==> config.mk <==
export PLATFORM = sky130hd
export DESIGN_NAME = mem_arbiter_t
export DESIGN_NICKNAME = d
export VERILOG_FILES = /design/src/rtl/mem_arbiter_t_pkg.sv /design/src/rtl/mem_arbiter_t.sv
export SDC_FILE = /design/constraint.sdc
export NUM_CORES = 1
export LEC_CHECK = 0
export ABC_CLOCK_PERIOD_IN_PS = 3300
export CAP_MARGIN = 20
export CORE_MARGIN = 5
export CORE_UTILIZATION = 46
export DETAILED_ROUTE_END_ITERATION = 7
export HOLD_SLACK_MARGIN = 0.08
export PLACE_DENSITY = 0.95
export SYNTH_ARGS = -nofsm -noshare
export SYNTH_HDL_FRONTEND = slang
export SYNTH_SLANG_ARGS = --single-unit
==> constraint.sdc <==
create_clock -name clk_i -period 3.3 [get_ports clk_i]
set_input_delay 0.495 -clock clk_i [delete_from_list [all_inputs] [get_ports clk_i]]
set_output_delay 0.495 -clock clk_i [all_outputs]
set_load 0.02 [all_outputs]
**PDN straps and rails**

Pins as bars on the die edge. Tap cells in grey.
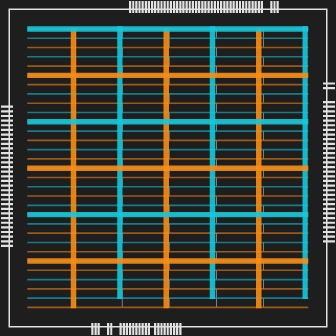
| colour | net |
|---|---|
| orange | VSS |
| cyan | VDD |
met1 rails: 31
met5 straps: 6
signal pins: 134
tap cells: 80
Horiz. Die Dim: 92.6 microns
die height: 92.6 microns

**Cells coloured by class**

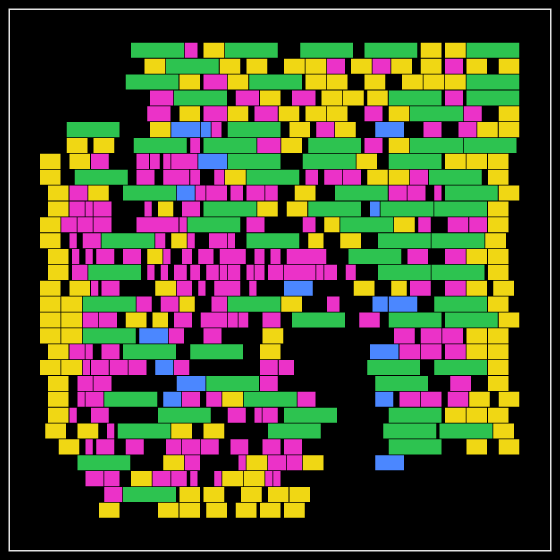
| colour | class | cells |
|---|---|---|
| green | sequential cells | 68 |
| blue | clock drivers and dummy loads | 16 |
| magenta | combinational and other logic | 170 |
| yellow | remaining buffers and delay cells | 141 |
count of standard-cell rows: 30
utilization of the core after routing: 69.6%

==> reports/metrics.sh <==
HOLD_VIOL=0
FP_NETS=338
LAYOUT-DRIVE-GT1-SHARE_PCT=9.87
GROUTE.USAGE.OVERALL_PCT=21.1
TRITONCTS='yes'
LAYOUT_TOP_CELL='clkdlybuf4s50_1'
CTS_ROOT_BUF='clkbuf_8'
FIN_TOTAL_PWR_mW=3.82
SYNTH-ASYNC-RESET-RATIO_PCT=100
REPORT.FINAL.SETUP_VIOL=0
PERIOD_USED_PCT=88.3
CHIP_AREA_SQ_UM=8570
DETAIL_ROUTE.WL_PER_CELL_MICRONS=18.6
YOSYS_WARNINGS=0
WORST_CLOCK_SKEW_PS=6.78
UNREPAIRED_SETUP_ENDPOINTS_AFTER_GLOBAL_ROUTING='no'
BUFFER_COUNT_FROM_POST_CTS_SETUP_FIXING=0
CORE_AREA_SQ_UM=6720
RUN_STATUS='complete, no violations'
CLOCK_SINKS=68
NUM-NETS-FINAL=466
AVGVIACOUNTPERCELL=5.81
FLOORPLAN.INITIALDENSITY_PCT=46.7
DETAILEDPLACE.WORSTSLACK_PS=390
REG2REG_DEPTH=6
ACHIEVABLE-FREQUENCY_GHz=0.343
SYNTHCELLS=262
NUMBER_OF_BUFFERS_CREATED_BY_CTS=9
POST_CTS_CLOCK_SLEW_AT_THE_LAUNCH_AND_CAPTURE_REGISTERS_OF_THE_WORST_SETUP_AND_HOLD_PATHS_PS=70
HOLDCRITPATHCLASS='reg -> reg'
FIRST_PASS_ITERS=6
AVGSYNTHCELLAREA_SQ_UM=12.0
GP_WEIGHTED_CONGESTION=0.828
CP_MAX_FO=8
CRIT_PATH_END_KIND='primary output'
TOP_CELL='dfrtp_1'
WARNINGS=29
MIN_PERIOD_PS=2910
FIN_CELLS=475
CRITICAL_PATH_DATA_REQUIRED_TIME_PS=2800
YOSYS_SYNTHESIS_CHIP_AREA_SQ_UM=3140
SYNTH_TOP_AREA_SHARE_PCT=54.2
VDD_IR_DROP_MAX_V=0.000423
FIN_TNS_SETUP_PS=0
H-TREE-DEPTH=3
SYNTH_AREA_LEADER_CELL='dfrtp_1'
ANTENNA_CELLS=0
ANTENNA_FOUND_INITIAL=0
TIMING.FINAL.MAX_SLEW_VIOLATIONS=0
LAYOUT_SETUP_WS_PS=387
SYNTH.AREA.TOP_CELLS='dfrtp_1 (54%), a32o_1 (5.1%), a22o_1 (4.7%)'
IO_PINS=134
INITIALDRTVIOLATIONCOUNT=117
WORST_SKEW_PAIR.LATE_LATENCY_PS=340
LEAKAGE_POWER_TOTAL_nW=1.93
YS.FLOP_TYPE='dfrtp_1'
AREA_GROWTH_PCT=49.0
LAYOUT_TOP_CELLS='clkdlybuf4s50_1 (133), dfrtp_1 (68), nand2_1 (20), a22o_1 (17)'
YOSYS_CELLS=262
SYNTH.CELLS.MOST_FREQUENT='dfrtp_1 (68), nand2_1 (20), a22o_1 (17)'
WORST_PIN_SLEW_PS=829
POSTROUTEANTENNANETS=0
NUMPLACEDINSTANCES=459
CTSHOLDBUFFERS=0
ROUTED_WL_MICRONS=8850
DRV.MAX_CAP_VIOLATION_COUNT=0
GR_OVFL_TOTAL=0
NUMBER_OF_FLIP_FLOPS_IN_THE_LARGEST_REGISTER=24
NUMSYNTHFLOPS=68
CRITICAL_PATH_CLASS='in -> out'
EDF_COUNT=0
MIN_PATH_CELLS=1
SYN-CELL-AREA_SQ_UM=3140
SYNTH_CELL_TYPES=39
RRSETUPSLACK_PS=1050
HPWL_DETAILED_MICRONS=6530
CTS-ROOT-TO-SINK-BUFFERS=2
GRT_FIRST_PASS_WIRELENGTH_MICRONS=14300
CTS_RESIZED=0
YOSYSSEQAREASHARE_PCT=54.2
CP_DATA_ARRIVAL_TIME_PS=2420
P_PER_AREA_nW_PER_UM2=817
TIMING.SLEW.HEADROOM_PCT=44.6
VIA_COUNT=2759
FIRST_GLOBAL_VIAS=2794
ROUTE.DETAILED.DRC=0
MAXIMUM_NUMBER_OF_PINS_ON_ONE_NET_BEFORE_GLOBAL_ROUTE_REPAIR=50
PORTBUFFERS=133
CRIT_PATH_START_KIND='input pin'
==> area by class of cell <==
class                      instances  area, sq um
clock buffer                       9          124
clock inverter                     7         52.6
fill                             469         2040
inverter                           7         26.3
multi-input combinational        163         1280
sequential                        68         1700
tap                               80          100
timing repair buffer             141         1390
==> metrics by stage <==
| step | hold slack [ps] | instance area [sq um] |
|---|---|---|
| 2_1_floorplan | 465 | 3140 |
| 3_3_place_gp | 473 | 4500 |
| 3_5_place_dp | 481 | 4500 |
| 4_1_cts | 498 | 4680 |
| 5_1_grt | 507 | 4680 |
| 6_report | 493 | 4680 |
==> logic make-up (layout without fill, tap and decap cells) <==
group,after synthesis,in the layout,synth area share (%)
AND-OR/OR-AND,98,98,26.1
XOR/XNOR,1,1,0.279
adder cells (fa/ha/maj),5,5,1.99
buffers and inverters,31,164,4.94
flip-flops,68,68,54.2
multiplexers,8,8,2.87
AND/OR/NAND/NOR,51,51,9.61
==> power breakdown <==
part / switching (mW) / internal, mW
Combinational: 0.923 / 0.945
Clock: 0.340 / 0.276
Sequential: 0.188 / 1.15
Total: 1.45 / 2.37
==> critical path: stages <==
cell	delay (ps)
clkdlybuf4s50_1	570
nand3b_1	250
a2111oi_0	400
clkdlybuf4s50_1	700
==> layer usage <==
layer | wire, microns | vias up | GRT usage (%)
met3 | 634 | 15 | 4.22
met4 | 214 | 0 | 9.65
met2 | 4620 | 119 | 36.8
met5 | 0 | - | 0
met1 | 3380 | 1359 | 24.9
li1 | - | 1266 | -
No activity file was given, so power comes from the tool's default toggle rates.
